`src/rtl/pulse_scan_ctrl_if.sv`:
```
// ============================================================
// pulse_scan_ctrl_if - scan control/status bundle for pulse_scan_ctrl (Rev 1.0)
// ============================================================
`default_nettype none

interface pulse_scan_ctrl_if #(
    parameter int NUM_CH = 4
) ();
    localparam int c_ch_w = (NUM_CH > 1) ? $clog2(NUM_CH) : 1;

    logic              enable;
    logic [NUM_CH-1:0] rxd;
    logic [c_ch_w-1:0] ch_sel;
    logic [NUM_CH-1:0] sys_Stat;
    logic [NUM_CH-1:0] Pulse_err;
    logic              scan_done;

    modport master (
        output enable,
        output rxd,
        input  ch_sel,
        input  sys_Stat,
        input  Pulse_err,
        input  scan_done
    );

    modport slave (
        input  enable,
        input  rxd,
        output ch_sel,
        output sys_Stat,
        output Pulse_err,
        output scan_done
    );
endinterface

`default_nettype wire

```
`src/rtl/pulse_scan_ctrl.sv`:
```
// ============================================================
// pulse_scan_ctrl - round-robin period classifier sharing one counter over NUM_CH lines
// Rev 1.0
// ============================================================
`default_nettype none

module pulse_scan_ctrl #(
    parameter int          NUM_CH   = 4,
    parameter int          PULSENUM = 2,
    parameter int          F1M_L    = PULSENUM * 19,
    parameter int          F1M_H    = PULSENUM * 21,
    parameter int          F10K_L   = PULSENUM * 1900,
    parameter int          F10K_H   = PULSENUM * 2100,
    parameter logic [17:0] TIMEOUT  = 18'h3ffff
) (
    input  wire logic        clk_20M,
    input  wire logic        reset_n,
    pulse_scan_ctrl_if.slave bus
);
    localparam int                  c_ch_w       = (NUM_CH > 1) ? $clog2(NUM_CH) : 1;
    localparam int                  c_edge_w     = $clog2(PULSENUM + 1);
    localparam logic [17:0]         c_cnt_max    = 18'h3ffff;
    localparam logic [c_ch_w-1:0]   c_last_ch    = c_ch_w'(NUM_CH - 1);
    localparam logic [c_edge_w-1:0] c_edges_done = c_edge_w'(PULSENUM);

    typedef enum logic [2:0] {
        S_IDLE  = 3'd0,
        S_ARM   = 3'd1,
        S_MEAS  = 3'd2,
        S_JUDGE = 3'd3,
        S_NEXT  = 3'd4
    } state_t;

    state_t              r_state;
    state_t              w_state_nxt;
    logic [c_ch_w-1:0]   r_ch_sel;
    logic [c_ch_w-1:0]   w_ch_sel_nxt;
    logic [NUM_CH-1:0]   r_sys_stat;
    logic [NUM_CH-1:0]   w_sys_stat_nxt;
    logic [NUM_CH-1:0]   r_pulse_err;
    logic [NUM_CH-1:0]   w_pulse_err_nxt;
    logic                r_scan_done;
    logic                w_scan_done_nxt;
    logic [17:0]         r_tmo;
    logic [17:0]         w_tmo_nxt;
    logic [17:0]         r_cnt;
    logic [17:0]         w_cnt_nxt;
    logic [c_edge_w-1:0] r_edges;
    logic [c_edge_w-1:0] w_edges_nxt;
    logic                r_fault;
    logic                w_fault_nxt;
    logic                r_prev;
    logic                w_prev_nxt;

    logic                w_line;
    logic                w_rise;
    logic [c_edge_w-1:0] w_edges_inc;
    logic [17:0]         w_cnt_inc;
    logic                w_tmo_hit;
    logic                w_in_1m;
    logic                w_in_10k;

    assign w_line      = bus.rxd[r_ch_sel];
    assign w_rise      = w_line & ~r_prev;
    assign w_edges_inc = r_edges + c_edge_w'(1);
    assign w_cnt_inc   = (r_cnt == c_cnt_max) ? r_cnt : r_cnt + 18'd1;
    assign w_tmo_hit   = (r_tmo == TIMEOUT);
    assign w_in_1m     = (r_cnt >= 18'(F1M_L))  && (r_cnt <= 18'(F1M_H));
    assign w_in_10k    = (r_cnt >= 18'(F10K_L)) && (r_cnt <= 18'(F10K_H));

    always_ff @(posedge clk_20M) begin
        if (!reset_n) begin
            r_state <= S_IDLE;
        end else begin
            r_state <= w_state_nxt;
        end
    end

    always_comb begin
        w_state_nxt     = r_state;
        w_ch_sel_nxt    = r_ch_sel;
        w_sys_stat_nxt  = r_sys_stat;
        w_pulse_err_nxt = r_pulse_err;
        w_scan_done_nxt = 1'b0;
        w_tmo_nxt       = r_tmo;
        w_cnt_nxt       = r_cnt;
        w_edges_nxt     = r_edges;
        w_fault_nxt     = r_fault;
        w_prev_nxt      = w_line;

        case (r_state)
            S_IDLE: begin
                w_tmo_nxt   = '0;
                w_cnt_nxt   = '0;
                w_edges_nxt = '0;
                w_fault_nxt = 1'b0;
                if (bus.enable) begin
                    w_state_nxt = S_ARM;
                    w_prev_nxt  = 1'b1;
                end
            end

            S_ARM: begin
                w_tmo_nxt = r_tmo + 18'd1;
                if (!bus.enable) begin
                    w_state_nxt = S_IDLE;
                end else if (w_tmo_hit) begin
                    w_state_nxt = S_JUDGE;
                    w_fault_nxt = 1'b1;
                end else if (w_rise) begin
                    w_state_nxt = S_MEAS;
                    w_cnt_nxt   = '0;
                    w_edges_nxt = '0;
                end
            end

            S_MEAS: begin
                w_tmo_nxt = r_tmo + 18'd1;
                w_cnt_nxt = w_cnt_inc;
                if (!bus.enable) begin
                    w_state_nxt = S_IDLE;
                end else if (w_rise && (w_edges_inc == c_edges_done)) begin
                    // A finished measurement outranks a timeout landing on the same cycle.
                    w_state_nxt = S_JUDGE;
                    w_edges_nxt = w_edges_inc;
                    w_fault_nxt = 1'b0;
                end else if (w_tmo_hit) begin
                    w_state_nxt = S_JUDGE;
                    w_fault_nxt = 1'b1;
                end else if (w_rise) begin
                    w_edges_nxt = w_edges_inc;
                end
            end

            S_JUDGE: begin
                if (!bus.enable) begin
                    w_state_nxt = S_IDLE;
                end else begin
                    w_state_nxt = S_NEXT;
                    if (r_fault) begin
                        w_sys_stat_nxt[r_ch_sel]  = 1'b0;
                        w_pulse_err_nxt[r_ch_sel] = 1'b1;
                    end else if (w_in_1m) begin
                        w_sys_stat_nxt[r_ch_sel]  = 1'b1;
                        w_pulse_err_nxt[r_ch_sel] = 1'b0;
                    end else if (w_in_10k) begin
                        w_sys_stat_nxt[r_ch_sel]  = 1'b0;
                        w_pulse_err_nxt[r_ch_sel] = 1'b0;
                    end else begin
                        w_sys_stat_nxt[r_ch_sel]  = 1'b0;
                        w_pulse_err_nxt[r_ch_sel] = 1'b1;
                    end
                end
            end

            S_NEXT: begin
                w_tmo_nxt   = '0;
                w_cnt_nxt   = '0;
                w_edges_nxt = '0;
                w_fault_nxt = 1'b0;
                if (r_ch_sel == c_last_ch) begin
                    w_ch_sel_nxt    = '0;
                    w_scan_done_nxt = 1'b1;
                end else begin
                    w_ch_sel_nxt = r_ch_sel + c_ch_w'(1);
                end
                if (bus.enable) begin
                    w_state_nxt = S_ARM;
                    w_prev_nxt  = 1'b1;
                end else begin
                    w_state_nxt = S_IDLE;
                end
            end

            default: begin
                w_state_nxt = S_IDLE;
            end
        endcase
    end

    always_ff @(posedge clk_20M) begin
        if (!reset_n) begin
            r_ch_sel    <= '0;
            r_sys_stat  <= '0;
            r_pulse_err <= '0;
            r_scan_done <= 1'b0;
            r_tmo       <= '0;
            r_cnt       <= '0;
            r_edges     <= '0;
            r_fault     <= 1'b0;
            r_prev      <= 1'b1;
        end else begin
            r_ch_sel    <= w_ch_sel_nxt;
            r_sys_stat  <= w_sys_stat_nxt;
            r_pulse_err <= w_pulse_err_nxt;
            r_scan_done <= w_scan_done_nxt;
            r_tmo       <= w_tmo_nxt;
            r_cnt       <= w_cnt_nxt;
            r_edges     <= w_edges_nxt;
            r_fault     <= w_fault_nxt;
            r_prev      <= w_prev_nxt;
        end
    end

    assign bus.ch_sel    = r_ch_sel;
    assign bus.sys_Stat  = r_sys_stat;
    assign bus.Pulse_err = r_pulse_err;
    assign bus.scan_done = r_scan_done;

endmodule

`default_nettype wire

```
`src/flat_wrapper.sv`:
```
// flat-port wrapper written by rule: the top's interface ports become plain ports
module pulse_scan_ctrl_flat 
#(
    parameter int          NUM_CH   = 4,
    parameter int          PULSENUM = 2,
    parameter int          F1M_L    = PULSENUM * 19,
    parameter int          F1M_H    = PULSENUM * 21,
    parameter int          F10K_L   = PULSENUM * 1900,
    parameter int          F10K_H   = PULSENUM * 2100,
    parameter logic [17:0] TIMEOUT  = 18'h3ffff
)
  (clk_20M, reset_n, bus_enable, bus_rxd, bus_ch_sel, bus_sys_Stat, bus_Pulse_err, bus_scan_done);
  pulse_scan_ctrl_if #(.NUM_CH(NUM_CH)) bus_i ();
  input  wire logic clk_20M;
  input  wire logic reset_n;
  input wire logic [$bits(bus_i.enable)-1:0] bus_enable;
  input wire logic [$bits(bus_i.rxd)-1:0] bus_rxd;
  output wire logic [$bits(bus_i.ch_sel)-1:0] bus_ch_sel;
  output wire logic [$bits(bus_i.sys_Stat)-1:0] bus_sys_Stat;
  output wire logic [$bits(bus_i.Pulse_err)-1:0] bus_Pulse_err;
  output wire logic [$bits(bus_i.scan_done)-1:0] bus_scan_done;
  assign bus_i.enable = bus_enable;
  assign bus_i.rxd = bus_rxd;
  assign bus_ch_sel = bus_i.ch_sel;
  assign bus_sys_Stat = bus_i.sys_Stat;
  assign bus_Pulse_err = bus_i.Pulse_err;
  assign bus_scan_done = bus_i.scan_done;
  pulse_scan_ctrl #(.NUM_CH(NUM_CH), .PULSENUM(PULSENUM), .F1M_L(F1M_L), .F1M_H(F1M_H), .F10K_L(F10K_L), .F10K_H(F10K_H), .TIMEOUT(TIMEOUT)) u_core (.clk_20M(clk_20M), .reset_n(reset_n), .bus(bus_i));
endmodule
```
`config.mk`:
```
export PLATFORM = sky130hd
export DESIGN_NAME = pulse_scan_ctrl_flat
export DESIGN_NICKNAME = d
export VERILOG_FILES = /design/src/rtl/pulse_scan_ctrl_if.sv /design/src/rtl/pulse_scan_ctrl.sv /design/src/flat_wrapper.sv
export SDC_FILE = /design/constraint.sdc
export NUM_CORES = 1
export LEC_CHECK = 0
export CAP_MARGIN = 20
export CORE_MARGIN = 2
export CORE_UTILIZATION = 40
export DETAILED_ROUTE_END_ITERATION = 16
export GPL_TIMING_DRIVEN = 0
export MAX_ROUTING_LAYER = met4
export PLACE_DENSITY = 0.55
export SLEW_MARGIN = 5
export SYNTH_ARGS = -nofsm -noshare
export SYNTH_HDL_FRONTEND = slang
export SYNTH_SLANG_ARGS = --single-unit
```
`constraint.sdc`:
```
create_clock -name clk_20M -period 2.87 [get_ports clk_20M]
set_clock_uncertainty 0.2 [all_clocks]
set_input_delay 0.4305 -clock clk_20M [delete_from_list [all_inputs] [get_ports clk_20M]]
set_output_delay 0.4305 -clock clk_20M [all_outputs]
set_load 0.005 [all_outputs]
```
M3 wires:
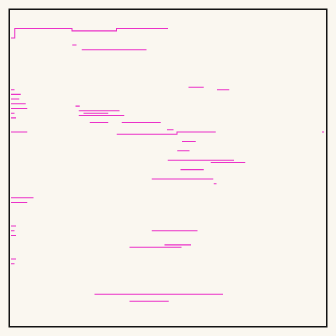
main direction: horizontal
share of all routed wire: 4.5%
wire length on this layer: 333 um
longest straight run: 36.8 um
nets with wire on the layer: 37

Clock distribution:
Bar = 20 um.
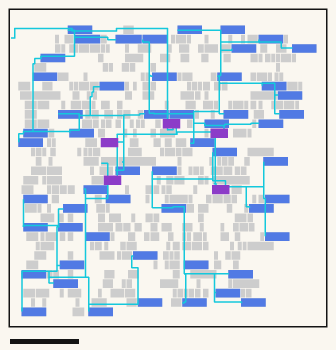
[blue] flip-flops | count: 54
[cyan] clock wires | length: 780 um
[purple] clock drivers | count: 5
flops lie: widely spread
routed clock nets: 6

Placed standard cells:
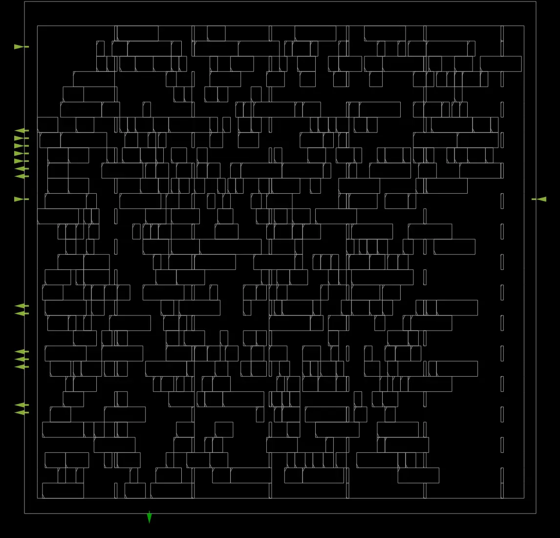
sequential share of cell area: 31.0%
tap cells: 99
tally of filler cells in the layout: 727
final cell count without fillers: 496

Local utilization:
9 x 9 tiles, from white (low) to dark blue (high), 0 to 100% covered.
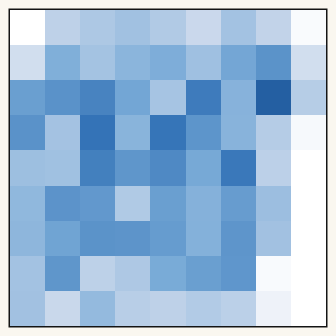
fullest tile: 81%
emptiest ninth of the die: bottom right
mean over tiles: 40%
tiles over 75% full: 1.2%
nearly empty tiles: 7.4%

Ports around the boundary:
Pins as bars across the die edge, other pins in grey.
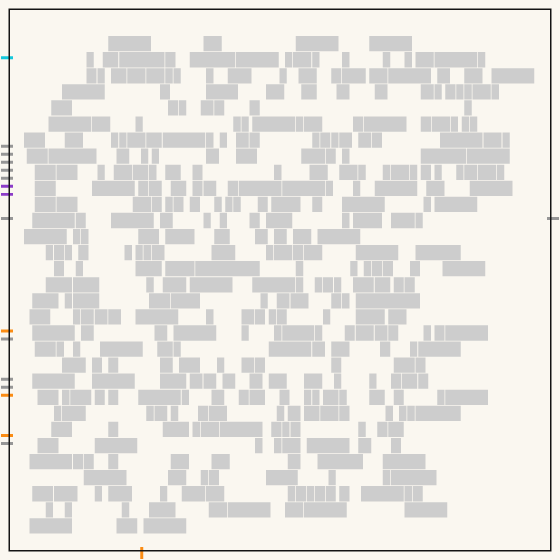
| colour | port | pins | direction | edge |
|---|---|---|---|---|
| orange | bus_sys_Stat | 4 | output | 3 left, 1 bottom |
| cyan | clk_20M | 1 | input | left |
| purple | bus_ch_sel | 2 | output | left |
all pins by edge: 16 left, 1 bottom, 1 right

==> results.txt <==
Numbers from the implementation run.

The flow ran to the end, and the final reports show no timing, DRC or antenna violations. The number of clock buffers inserted by TritonCTS is 5. After synthesis, the largest family of logic cells by area is simple AND/OR/NAND/NOR gates. The finished design was reported to have a net count of 411. TritonCTS built the clock tree. There are 54 flip-flops and latches. Setup repair after global routing left no endpoint under its margin. The routed length per instance is 14.8 um.

The clock transition time at the flip-flop clock pins of the worst setup and hold paths is 0.10 ns. Once iteration 0 of detailed routing completed, the report listed 119 DRC markers. Overall routing resource usage recorded by global route was 18.4%. At the later pin of the worst-skew pair, clock insertion delay measures 0.31 ns. The worst setup path is launched from a flop. The clock network area share is 4.08%. Net switching is 23.4% of the power.

Max fanout on the critical path was recorded as 10. Ranked by total cell area, the synthesized netlist is headed by sky130_fd_sc_hd__dfxtp_1, sky130_fd_sc_hd__nand2_1, sky130_fd_sc_hd__nor2_1. The leakage power of the design is 1.07 nW.

The largest cell class by area is logic gates. The number of global-route vias before repair is 2474. Among cell families on the critical path, the largest total delay comes from simple AND/OR/NAND/NOR gates. The top cell type by area accounts for 35.4% of the synthesized area. The capture point of the worst path is u_core.r_cnt[14]. The met3 wire length is 332 um.

The count of nets left with antenna violations once routing finished came out at 0. The DRC violation count after routing is 0. The pin count of the biggest net entering global routing is 17.

The clock network fraction of total power is 42.1%. Global routing consumed, on the met3 layer, 2.82% of the routing resources. For the worst setup path, the data arrival time is 2.72 ns.

According to the floorplan report, the die height is 91.4 um. The cell area after synthesis is 3050 um^2. The number of signal-net inverters in the final layout is 18. met1 track demand over resource after global routing is 26.0%.

The instance count along the most critical hold path is 2. Of the total synthesized cell area, the portion taken by XOR and XNOR cells is 3.73%. In the per-layer breakdown of the detailed-route log, met1 shows 3600 um. The sum of internal, switching and leakage power is 1.53 mW. Sorting the synthesized cells by how often they occur yields sky130_fd_sc_hd__dfxtp_1, sky130_fd_sc_hd__nand2_1, sky130_fd_sc_hd__nor2_1. The total cell area reported by yosys after synthesis is 3050 um^2. Per the detailed placement report, the placed cell area equals 3340 um^2.

The post-route clock period utilization is 93.3%. The first-pass iteration count of the detailed router is 4. The total tool warning count is 30. The synthesized instance count is 372. The highest metal layer used by the detailed router is met4. The highest-utilization routing layer at the global route stage is met2. Once routing completed, OpenROAD measured the worst setup slack at 0.193 ns. The worst setup path is captured at a flop. The number of vias in the routed layout is 2738. The portion of synthesized area spent on multiplexers is 3.20%. The count of instances resized after the clock tree is built is 0. The number of placed instances with taps included is 487. The minimum clock period is 2.68 ns. In this run the mean area of a mapped cell was 8.21 um^2. The worst hold path terminates at u_core.r_edges[1]. The peak supply drop is 238 uV. The number of gates on the worst path with buffers counted is 9. The routed length on met2 is 3360 um. Summed over all nets, the half-perimeter wirelength after detailed placement is 5150 um. The initial antenna violation count is 0.

The cell-mix breakdown from Yosys lists the adder-cell area share as 3.28%. sky130_fd_sc_hd__dfxtp_1 is the most common cell in the netlist. The final core utilization is 47.7%. The number of warning messages in the yosys log is 0. Summed over all instances, the cell type with the most area after synthesis is sky130_fd_sc_hd__dfxtp_1.

The worst path required time is 2.91 ns. The fraction of cell area in non-clock buffers is 8.30%. Per STA, the worst path is made up of ha_2, nand4_1, or4_4, buf_6, o21a_1, o21a_1, buf_6, buf_8, a31oi_4. Counting cells, the worst reg-to-reg path comes to 9.

The clock drives 54 sinks. The max-slew headroom at the worst pin is 56.6%. The core footprint is 7330 um^2. The commonest register cell is sky130_fd_sc_hd__dfxtp_1.

For met2 alone, demand over resource in global routing was 27.8%. The overall overflow remaining after global route is 0. After detailed routing, the number of vias per cell comes to 5.52. The power density normalized to cell area is 437 nW/um^2.

Routability-driven placement finished with a final weighted congestion of 0.793. The final antenna diode tally reported by the flow is 0.
Power figures rest on the tool's default switching activity, not on a simulated workload.
